**config.mk**
```make
export PLATFORM = sky130hd
export DESIGN_NAME = mealy_seq_det1101
export DESIGN_NICKNAME = d
export VERILOG_FILES = /design/src/rtl/mealy_seq_det1101.sv
export SDC_FILE = /design/constraint.sdc
export NUM_CORES = 1
export LEC_CHECK = 0
export CELL_PAD_IN_SITES_DETAIL_PLACEMENT = 1
export CELL_PAD_IN_SITES_GLOBAL_PLACEMENT = 2
export CORE_AREA = 2 2 39 41
export CTS_BUF_LIST = sky130_fd_sc_hd__clkbuf_16
export CTS_CLUSTER_SIZE = 20
export DETAILED_ROUTE_END_ITERATION = 8
export DIE_AREA = 0 0 41 43
export PLACE_DENSITY = 0.42
export SLEW_MARGIN = 40
export SYNTH_ARGS = -nofsm -noshare
export SYNTH_HDL_FRONTEND = slang
export SYNTH_SLANG_ARGS = --single-unit
```
**constraint.sdc**
```tcl
create_clock -name clk -period 1.6 [get_ports clk]
set_input_delay 0.16 -clock clk [delete_from_list [all_inputs] [get_ports clk]]
set_output_delay 0.16 -clock clk [all_outputs]
set_load 0.01 [all_outputs]
```
**src/rtl/mealy_seq_det1101.sv**
```systemverilog
// -----------------------------------------------------------------------------
// mealy_seq_det1101
//
// Serial pattern detector for the bit sequence 1-1-0-1. One bit is consumed
// per clock. The detect flag is a Mealy output: it is decoded from the current
// state and the bit currently presented, so it rises in the same cycle the
// final '1' arrives, before the edge that consumes it.
//
// Parameters
//   OVERLAP      1: the trailing '1' of a match seeds the next match
//                0: the search restarts from scratch after each match
//
// Ports
//   clk          in   1  clock, state updates on the rising edge
//   rst_n        in   1  synchronous reset, ACTIVE-HIGH despite the name
//   in_bit       in   1  serial data bit, sampled at the rising edge
//   pattern_det  out  1  high while state is S110 and in_bit is 1
//
// State table
//   state | meaning
//   S0    | nothing matched
//   S1    | saw 1
//   S11   | saw 11 (a run of 1s keeps this prefix)
//   S110  | saw 110, next 1 completes the pattern
// -----------------------------------------------------------------------------
module mealy_seq_det1101 #(
  parameter int OVERLAP = 1
) (
  input  logic clk,
  input  logic rst_n,
  input  logic in_bit,
  output logic pattern_det
);

  typedef enum logic [1:0] {
    S0   = 2'b00,
    S1   = 2'b01,
    S11  = 2'b10,
    S110 = 2'b11
  } state_t;

  // Where the search resumes after a completed match.
  localparam state_t S_AFTER_MATCH = (OVERLAP != 0) ? S1 : S0;

  state_t r_state;
  logic   w_match;

  assign w_match = (r_state == S110) && in_bit;

  // The port name is fixed for integration; reset is asserted when rst_n is 1.
  always_ff @(posedge clk) begin
    if (rst_n) begin
      r_state <= S0;
    end else begin
      case (r_state)
        S0:      r_state <= in_bit ? S1  : S0;
        S1:      r_state <= in_bit ? S11 : S0;
        S11:     r_state <= in_bit ? S11 : S110;
        S110:    r_state <= in_bit ? S_AFTER_MATCH : S0;
        default: r_state <= S0;
      endcase
    end
  end

  // Gated by reset so a stale S110 cannot flag while the block is held.
  assign pattern_det = w_match && !rst_n;

endmodule

```
==> Changelog: implementation, run 1 <==
### Implementation results

* Synth warn at 0
* Final Cycle Share at 0.745
* CP Launch Type: flip-flop
* TritonCTS buffer count at 3
* Hold crit path type: in2reg
* Largest regs: r_state (2)
* Post-Syn Instances at 13
* Leakage at around 0.13 nW
* Yosys cell count at 13
* Synthesized Nets at 19
* Sw Pwr at 0.0687 mW
* CTS tree: yes
* Largest net degree at the start of global routing at 4
* R2R setup slack at 620 ps
* Clock Skew at 1.53 ps
* DRT Wirelength at 269 um
* Area grow syn2layout at 113%
* Number of antenna violations at the first check in global routing at 0
* Layout cells sized above 1 at 0.200
* Mean routed wirelength per cell at 7.47 um
* Insertion Delay late pin at roughly 220 ps
* Die area at 1760 um^2
* Worst Hold Depth at 2
* DRT iter0 DRCs at 0
* Final nets at 28
* Largest register FFs at 2
* Vias per cell at 3.03
* IO buf count at 3
* Post-Syn Area at 120 um^2
* Most instantiated logic cells after routing: 3 x nor2_1, 3 x ha_1, 3 x clkbuf_16
* RSZ-0062 raised after global routing: false
* Worst Path Required at 1440 ps
* Starting Density at 0.0868
* Max clock buf depth at 2
* R2R Path Start: r_state[0]
* Vias in the first global route at about 130
* Final WS setup at 408 ps
* Final GP Congestion at 0.591
* Largest register by flop count: r_state
* Mean Syn Cell Area at 9.24 um^2
* Library cells used by synthesis at 6
* CTS sink cnt at 2
* Drt pass-1 iters at 1
* Placed inst area at 178 um^2
* Logic pwr share at 0.049
* Slew @ Worst Pin at roughly 130 ps
* WP data arrival at just over 1000 ps
* Setup tns final at 0 ps
* Seq share, synth at 0.333
* DR DRC count at 0
* Clk pwr share at 0.826
* Peak supply drop at 0.000659 V
* Status: completed
* Max frequency at 839 MHz
* Switch share at 0.151
* Root buffer cell: clkbuf_16
* Final Max Tran Viols at 0
* CTS Hold Bufs at 0
* Post-CTS setup buffers at 0
* YS chip area at 120 um^2
* Gr usage total at 0.0521
* Die Span Y at around 43 um
* Post-Place Cells at 33
* Post-DRT Antenna Nets at 0
* Crit end category: output pin
* Crit path kind: reg2out
* Seq pwr share at 0.126
* Post-layout min period at 1190 ps
* DR vias at 109
* # diodes at 0
* Fill count at 161
* Worst slew margin at 0.911
* Non-Filler Instances at 36
* OpenROAD warning count at 28
* Htree depth at 1
* Synth flops at 2
* Worst min-delay path startpoint: rst_n
* Die W at a little over 40 um
* Max_cap viols at 0
* First-pass GRT wire length at about 500 um
* Final setup fails at 0
* GRT overflow at 0
* FF-to-FF path depth at 4
* Worst slack at placement at roughly 100 ps
* Worst r2r dst: r_state[0]
* Pwr Density at 1780 nW/um^2
* Pint at 0.385 mW
* Clock slew seen by the registers of the worst setup and hold paths at roughly 30 ps
* I/O pin count at 4
* Post-CTS sizing at 0
* Hold Violations, Final at 0
* Worst-path maximum fanout at 3
* Hold endpoint: r_state[0]
## run 1: critical path: stages, from the launching register on
cell and delay [ps]:
dfxtp_1 350, ha_1 150, nand2_1 60, nor2_1 90
dlymetal6s2s_1 160
## run 1: cell usage after synthesis, drive strengths merged
cell type,count,share of area
ha,3,0.31
inv,2,0.063
nor2,3,0.094
nand2,1,0.031
mux2i,2,0.17
dfxtp,2,0.33
## run 1: how the worst max path moves through the flow
| stage | startpoint | end | slack, ps | cells after the start |
|---|---|---|---|---|
| after floorplan | r_state[0] | r_state[0] | 680 | 4 |
| after global placement | in_bit | pattern_det | 100 | 4 |
| after detailed placement | in_bit | pattern_det | 100 | 4 |
| after CTS | r_state[0] | pattern_det | 10 | 4 |
| after global routing | r_state[0] | pattern_det | 330 | 4 |
| final | r_state[0] | pattern_det | 410 | 4 |
## run 1: per-stage QoR
step | hold WS [ps] | power [mW]
after CTS | 530 | 0.461
after global placement | 660 | 0.0796
after floorplan | 232 | 0.0684
after detailed placement | 666 | 0.0804
after global routing | 541 | 0.470
final | 525 | 0.454
## run 1: cell families (layout without fill, tap and decap cells)
logic type | Yosys count | in the layout | share of synthesized area
adder cells (fa/ha/maj) | 3 | 3 | 0.313
flip-flops | 2 | 2 | 0.333
AND/OR/NAND/NOR | 4 | 4 | 0.125
multiplexers | 2 | 2 | 0.167
buffers and inverters | 2 | 9 | 0.0625
## run 1: routing by layer
layer  vias up  routed length, um  GRT usage
met5         -                  0          0
met4         0                 17     0.0800
met3         2                 31     0.0471
met2         7                 99     0.0531
met1        46                120     0.0446
li1         54                  -          -
## run 1: layout make-up
cell class / count / area (um^2) / area share
clock buffers: 3 / 75.1 / 0.294
multi-input cells: 9 / 72.6 / 0.284
flip-flops and latches: 2 / 40.0 / 0.157
repair buffers: 4 / 40.0 / 0.157
well taps: 16 / 20.0 / 0.0784
inverters: 2 / 7.51 / 0.0294
## run 1: power groups by stage
| stage | Combinational [mW] | Clock [mW] | Sequential, mW |
|---|---|---|---|
| finish | 0.0222 | 0.375 | 0.0570 |
| global route | 0.0257 | 0.386 | 0.0581 |
| CTS | 0.0228 | 0.381 | 0.0572 |
| detailed placement | 0.0226 | 0 | 0.0578 |
| global placement | 0.0215 | 0 | 0.0581 |
| floorplan | 0.0113 | 0 | 0.0570 |
run_1/m3.png
(6 px per um) Cells faint in the background.
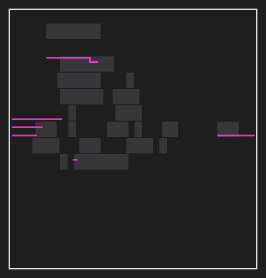
The layer carries 31.9 um of wire. The wires run mostly horizontal. 5 nets have wire on it. The longest straight run is 8.00 um. The layer holds 12% of the routed length.

run_1/sizing.png
(8 px per um)
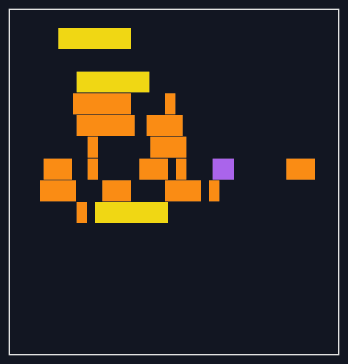
Key: orange = x1 and smaller [cells 16, share 80%]; yellow = x6 and larger [cells 3, share 15%]; purple = x3 and x4 [cells 1, share 5.0%]

run_1/class_map.png
(12 px per um)
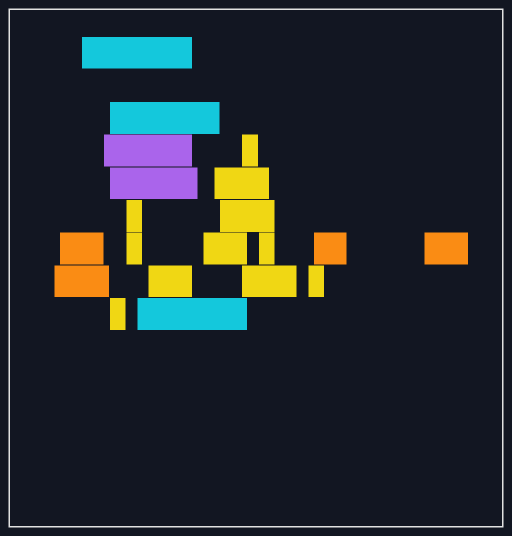
Key: orange = remaining buffers and delay cells [cells 4, share of their area 17%]; purple = registers [cells 2, share of their area 17%]; yellow = remaining logic cells [cells 11, share of their area 34%]; cyan = clock-net drivers [cells 3, share of their area 32%]
std cell rows: 14
fin area: 255 um^2
core area: 1380 um^2
Layout Utilization: 0.184

==> run 1 -> run 2 <==
==> constraint.sdc (replaced) <==
create_clock -name clk -period 1.1 [get_ports clk]
set_input_delay 0.11 -clock clk [delete_from_list [all_inputs] [get_ports clk]]
set_output_delay 0.11 -clock clk [all_outputs]
set_load 0.01 [all_outputs]
run_2/route_heat.png
(8 px per um) The die is cut into 8 by 9 equal tiles; white is low, dark blue is high, scaled to the fullest tile. Values are wire area over tile area, all layers added.
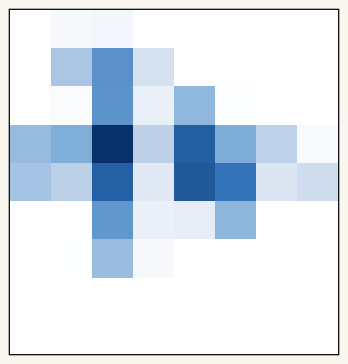
The mean over all tiles is 0.032. The fullest tile reaches 0.20. 11% of the tiles are over half the peak. 57% of the tiles are nearly empty. The densest ninth of the die: centre.
DR vias: 114
gr usage total: 0.0572

==> Changelog: implementation, run 2 <==
### Implementation results

* Status: completed
* Pwr Density at between 2000 and 2500 nW/um^2
* Xor/xnor share at 0
* CP Launch Type: flip-flop
* Peak supply drop at 0.000752 V
* Largest net degree at the start of global routing at 4
* TritonCTS buffer count at 3
* Synth mux share at 0.167
* RSZ-0062 raised after global routing: true
* Worst Path Required at 990 ps
* Mean Syn Cell Area at 9.24 um^2
* Layout cells sized above 1 at 0.636
* Slew @ Worst Pin at 155 ps
* Largest register FFs at 2
* Post-synth EDFFs at 0
* Fin area at 299 um^2
* Ranking of synthesized cells by area: dfxtp_1 33%, ha_1 31%, mux2i_1 17%
* Max frequency at 928 MHz
* DRT iter0 DRCs at 1
* Synth area leader: dfxtp_1
* CTS tree: yes
* Largest regs: r_state (2)
* Post-DRT Antenna Nets at 0
* Final nets at 30
* WP data arrival at 970 ps
* Library cells used by synthesis at 6
* Pwr Total at slightly below 0.7 mW
* Non-Filler Instances at 38
* Largest register by flop count: r_state
* OpenROAD warning count at 29
* Crit end category: output pin
* Worst slack at placement at -342 ps
* Met1 Usage GRT at 0.0545
* Core area at 1380 um^2
* YS chip area at 120 um^2
* GRT overflow at 0
* Synth warn at 0
* Crit path kind: reg2out
* CTS sink cnt at 2
* Drt pass-1 iters at 2
* Htree depth at 1
* AO/OA Area Share at 0
* Fa+ha+maj area frac at 0.313
* Placed inst area at slightly below 200 um^2
* Final setup fails at 0
* Number of antenna violations at the first check in global routing at 0
* Post-Syn Area at 120 um^2
* Post-synth ARST share at 0
* Basic Gates by Area at 0.125
* Clock Skew at 0.251 ps
* Top cell type's share of synthesized area at 0.333
* Met3 Use GR at 0.0471
* Post-layout min period at 1080 ps
* CTS Hold Bufs at 0
* Synth cell count leaders: 3 x ha_1, 3 x nor2_1, 2 x dfxtp_1, 2 x inv_1, 2 x mux2i_1
* Post-Place Cells at 35
* Max clock buf depth at 2
* Dominant combinational family: adder cells
* Most instantiated logic cells after routing: 3 x nor2_1, 3 x clkbuf_16
* Die area at 1760 um^2
* Synthesized Nets at 19
* Clock slew seen by the registers of the worst setup and hold paths at 30 ps
* Busiest grt layer: met4
* I/O pin count at 4
* Fill count at 160
* Leakage at between 0.1 and 0.15 nW
* Seq share, synth at 0.333
* Root buffer cell: clkbuf_16
* Dominant flop cell: dfxtp_1
* Final Max Tran Viols at 0
* Hold Violations, Final at 0
* Vias per cell at about 3.0
* Die Span Y at 43 um
* Grt met2 use at 0.0500
* Vias in the first global route at 143
* DRT Wirelength at 324 um
* Yosys cell count at 13
* Final GP Congestion at 0.549
* Worst Hold Depth at 3
* Insertion Delay late pin at 220 ps
* Layout Utilization at 0.216
* Final WS setup at 22.5 ps
* # diodes at 0
* Hold crit path type: in2reg
* IO buf count at 3
* Max_cap viols at 0
* FF-to-FF path depth at 5
* First-pass GRT wire length at 524 um
* Area grow syn2layout at 149%
* DR DRC count at 0
* Synth flops at 2
run_2/m3.png
(6 px per um) Cells faint in the background.
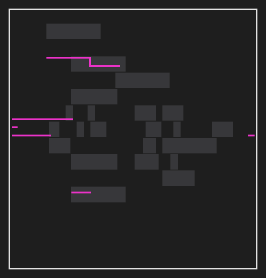
The layer holds 10% of the routed length. The layer carries 33.9 um of wire. The longest straight run is 9.90 um. 5 nets have wire on it.

## run 2: cell counts after synthesis
No cell type changed its count.
## run 2: report_power, final
group / internal, mW / switching [mW] / total [mW]
registers: 0.0799 / 0.00636 / 0.0862
clock network: 0.462 / 0.0835 / 0.546
logic: 0.0311 / 0.0200 / 0.0510
total: 0.573 / 0.110 / 0.683
## run 2: final cells by class
type                       count  area [um^2]  area share
timing repair buffer           6         51.3       0.172
multi-input combinational      9          103       0.343
inverter                       2         7.51      0.0251
tap                           16         20.0      0.0669
clock buffer                   3         75.1       0.251
sequential                     2         42.5       0.142
## run 2: kinds of logic after synthesis
family / after synthesis
fa+ha+maj: 3
buf+inv: 2
flops: 2
mux: 2
simple gates: 4
## run 2: worst max-delay path, cell delays in order, from the launching register on
cell	delay [ps]
dfxtp_2	350
ha_4	130
nand2_2	40
nor2_1	90
buf_2	130
## run 2: final timing paths
check	startpoint	end	slack, ps
max	r_state[0]	pattern_det	20
min	rst_n	r_state[0]	540
max reg2reg	r_state[1]	r_state[1]	40
min reg2reg	r_state[1]	r_state[0]	780
## run 2: per-layer routing
layer,vias to the layer above,part of all wire
met5,-,0
met4,0,0.065
met3,2,0.10
met2,7,0.38
met1,47,0.45
li1,58,-
## run 2: timing repair
action,4_1_cts,5_1_grt
gates resized,4,9
setup buffers,0,0
endpoints found under the setup margin,1,2
pin swaps,0,4
## run 2: stage by stage
stage	hold slack (ps)	setup TNS, ps
after floorplan	182	0
after global placement	703	-340
after detailed placement	733	-342
after CTS	557	0
after global routing	568	-57.8
final	544	0
==> run 2 -> run 3 <==
--- a/config.mk
+++ b/config.mk
@@ -5,6 +5,7 @@
 export SDC_FILE = /design/constraint.sdc
 export NUM_CORES = 1
 export LEC_CHECK = 0
+export ABC_AREA = 1
 export CELL_PAD_IN_SITES_DETAIL_PLACEMENT = 1
 export CELL_PAD_IN_SITES_GLOBAL_PLACEMENT = 2
 export CORE_AREA = 2 2 39 41
@@ -12,7 +13,8 @@
 export CTS_CLUSTER_SIZE = 20
 export DETAILED_ROUTE_END_ITERATION = 8
 export DIE_AREA = 0 0 41 43
-export PLACE_DENSITY = 0.42
+export PLACE_DENSITY = 0.46
+export REMOVE_ABC_BUFFERS = 1
 export SLEW_MARGIN = 40
 export SYNTH_ARGS = -nofsm -noshare
 export SYNTH_HDL_FRONTEND = slang
run_3/sizing.png
(8 px per um)
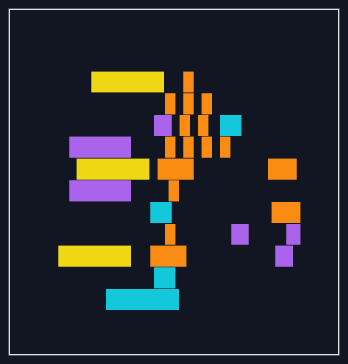
Key: orange = x1 and smaller [cells 16, share 55%]; yellow = x6 and larger [cells 3, share 10%]; purple = x2 [cells 6, share 21%]; cyan = x3 and x4 [cells 4, share 14%]

==> Changelog: implementation, run 3 <==
### Implementation results

* Max_cap viols at 0
* Root buffer cell: clkbuf_16
* Largest net degree at the start of global routing at 4
* Yosys cell count at 20
* Post-Syn Instances at 20
* Clock slew seen by the registers of the worst setup and hold paths at 30 ps
* Max frequency at approximately 940 MHz
* Synth flops at 2
* Pwr Total at 0.692 mW
* Drt pass-1 iters at 2
* Largest register FFs at 2
* Placed inst area at 201 um^2
* CTS Hold Bufs at 0
* Area grow syn2layout at 119%
* Largest regs: r_state (2)
* Leakage at 0.147 nW
* Synth warn at 0
* Crit path kind: reg2out
* Final nets at 37
* Die Span Y at 43 um
* Pwr Density at 2310 nW/um^2
* Fin area at 299 um^2
* CP Launch Type: flip-flop
* Detail Placement HPWL at ~260 um
* Post-Syn Area at around 140 um^2
* DRT Wirelength at 362 um
* Vias in the first global route at 147
* First-pass GRT wire length at 552 um
* Insertion Delay late pin at 220 ps
* Core area at between 1000 and 1500 um^2
* Gr usage total at 0.0561
* Library cells used by synthesis at 6
* IO buf count at 3
* Die area at 1760 um^2
* Number of antenna violations at the first check in global routing at 0
* Synth area leader: dfxtp_1
* Most numerous logic cell after layout: inv_1
* Largest register by flop count: r_state
* Worst-path maximum fanout at 3
* Post-synth ARST share at 0
* YS chip area at 136 um^2
* Synth cell count leaders: 5 x inv_1, 5 x nand2_1, 4 x nor2_1
* Worst slew margin at 0.925
* Layout cells sized above 1 at 0.448
* Seq share, synth at 0.294
* I/O pin count at 4
* Post-DRT Antenna Nets at 0
* Mean Syn Cell Area at 6.82 um^2
* Final GP Congestion at roughly 0.62
* Ranking of synthesized cells by area: dfxtp_1 29%, ha_1 28%, inv_1 14%
* CTS sink cnt at 2
* Max clock buf depth at 2
* Mean routed wirelength per cell at 8.04 um
* Peak supply drop at slightly above 0.001 V
* Final setup fails at 0
* Post-layout min period at 1070 ps
* GRT overflow at 0
* Vias per cell at 3.27
* # diodes at 0
* Post-synth EDFFs at 0
* Top cell type's share of synthesized area at 0.294
* DR DRC count at 0
* Starting Density at 0.0986
* Final Cycle Share at 0.971
* Crit end category: output pin
* Hold crit path type: in2reg
* WP data arrival at 960 ps
* Most instantiated logic cells after routing: 5 x inv_1, 4 x nand2_1, 3 x nor2_1, 3 x clkbuf_16, 3 x buf_4
* DR vias at 147
* CTS tree: yes
* Std cell rows at 14
* Slew @ Worst Pin at 112 ps
* RSZ-0062 raised after global routing: true
* Layout Utilization at 0.216
* Die W at 41 um
* Hold Violations, Final at 0
* TritonCTS buffer count at 3
* DRT iter0 DRCs at 1
* Final Max Tran Viols at 0
* Dominant flop cell: dfxtp_1
* Worst Path Required at 990 ps
* Status: completed
* OpenROAD warning count at 28
* Fill count at 176
* Htree depth at 1
run_3/clock_wires.png
(8 px per um)
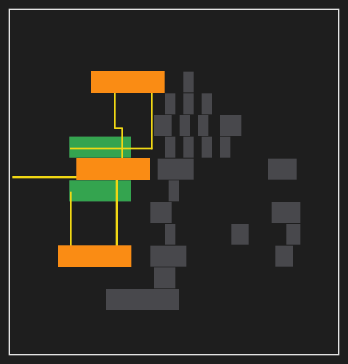
Key: green = flip-flops [count 2]; yellow = clock wires [length 74.8 um]; orange = clock-net drivers [count 3]
There are 4 routed clock nets.
Clk pwr share: 0.788
Clock Skew: 1.09 ps

==> run 3: netlist changes by cell type in the layout (fill, tap and decap cells not counted), sizes merged <==
cell   before  now
nand2       1    5
nor2        3    5
inv         2    5
mux2i       2    0
==> run 3: critical path, cell delays in order, from the launching register on <==
cell	delay, ps
dfxtp_2	350
ha_4	130
nand2_2	50
nor2_2	80
buf_2	130
==> run 3: logic make-up after synthesis <==
family / synth area share
simple gates: 0.294
buf+inv: 0.138
fa+ha+maj: 0.275
flops: 0.294
==> run 3: worst paths after layout <==
check	startpoint	to	slack, ps	cells past startpoint
worst max register to register	r_state[1]	r_state[0]	80	6
worst min-delay path	rst_n	r_state[1]	600	4
worst max-delay path	r_state[0]	pattern_det	30	4
worst min register to register	r_state[0]	r_state[1]	740	4
==> run 3: area by class of cell <==
cell class	count	area (um^2)	area share
multi-input combinational	13	95.1	0.318
sequential	2	42.5	0.142
timing repair buffer	6	47.5	0.159
tap	16	20.0	0.0669
clock buffer	3	75.1	0.251
inverter	5	18.8	0.0628
==> run 3: what timing repair did <==
| action | CTS | global route |
|---|---|---|
| setup buffers | 0 | 1 |
| resized | 5 | 5 |
| setup endpoints to repair | 1 | 1 |
| pin swaps | 0 | 2 |
==> run 3: per-stage QoR <==
step | setup TNS, ps | std cells | hold WS, ps | worst slack, ps
2_1_floorplan | 0 | 20 | 239 | 186
3_3_place_gp | -271 | 41 | 728 | -271
3_5_place_dp | -295 | 41 | 742 | -295
5_1_grt | -46.9 | 45 | 646 | -46.9
6_report | 0 | 45 | 603 | 32.1
4_1_cts | 0 | 44 | 590 | 6.88
==> run 3: per-layer routing <==
metal / global-route usage / routed length (um)
met3: 0.0471 / 34
met1: 0.0415 / 130
met2: 0.0781 / 187
met4: 0.0600 / 9
met5: 0 / 0
==> run 3: report_power, final <==
group / switching, mW / internal (mW)
sequential: 0.00763 / 0.0815
combinational: 0.0265 / 0.0308
clock: 0.0826 / 0.462
No activity file was given, so power comes from the tool's default toggle rates.
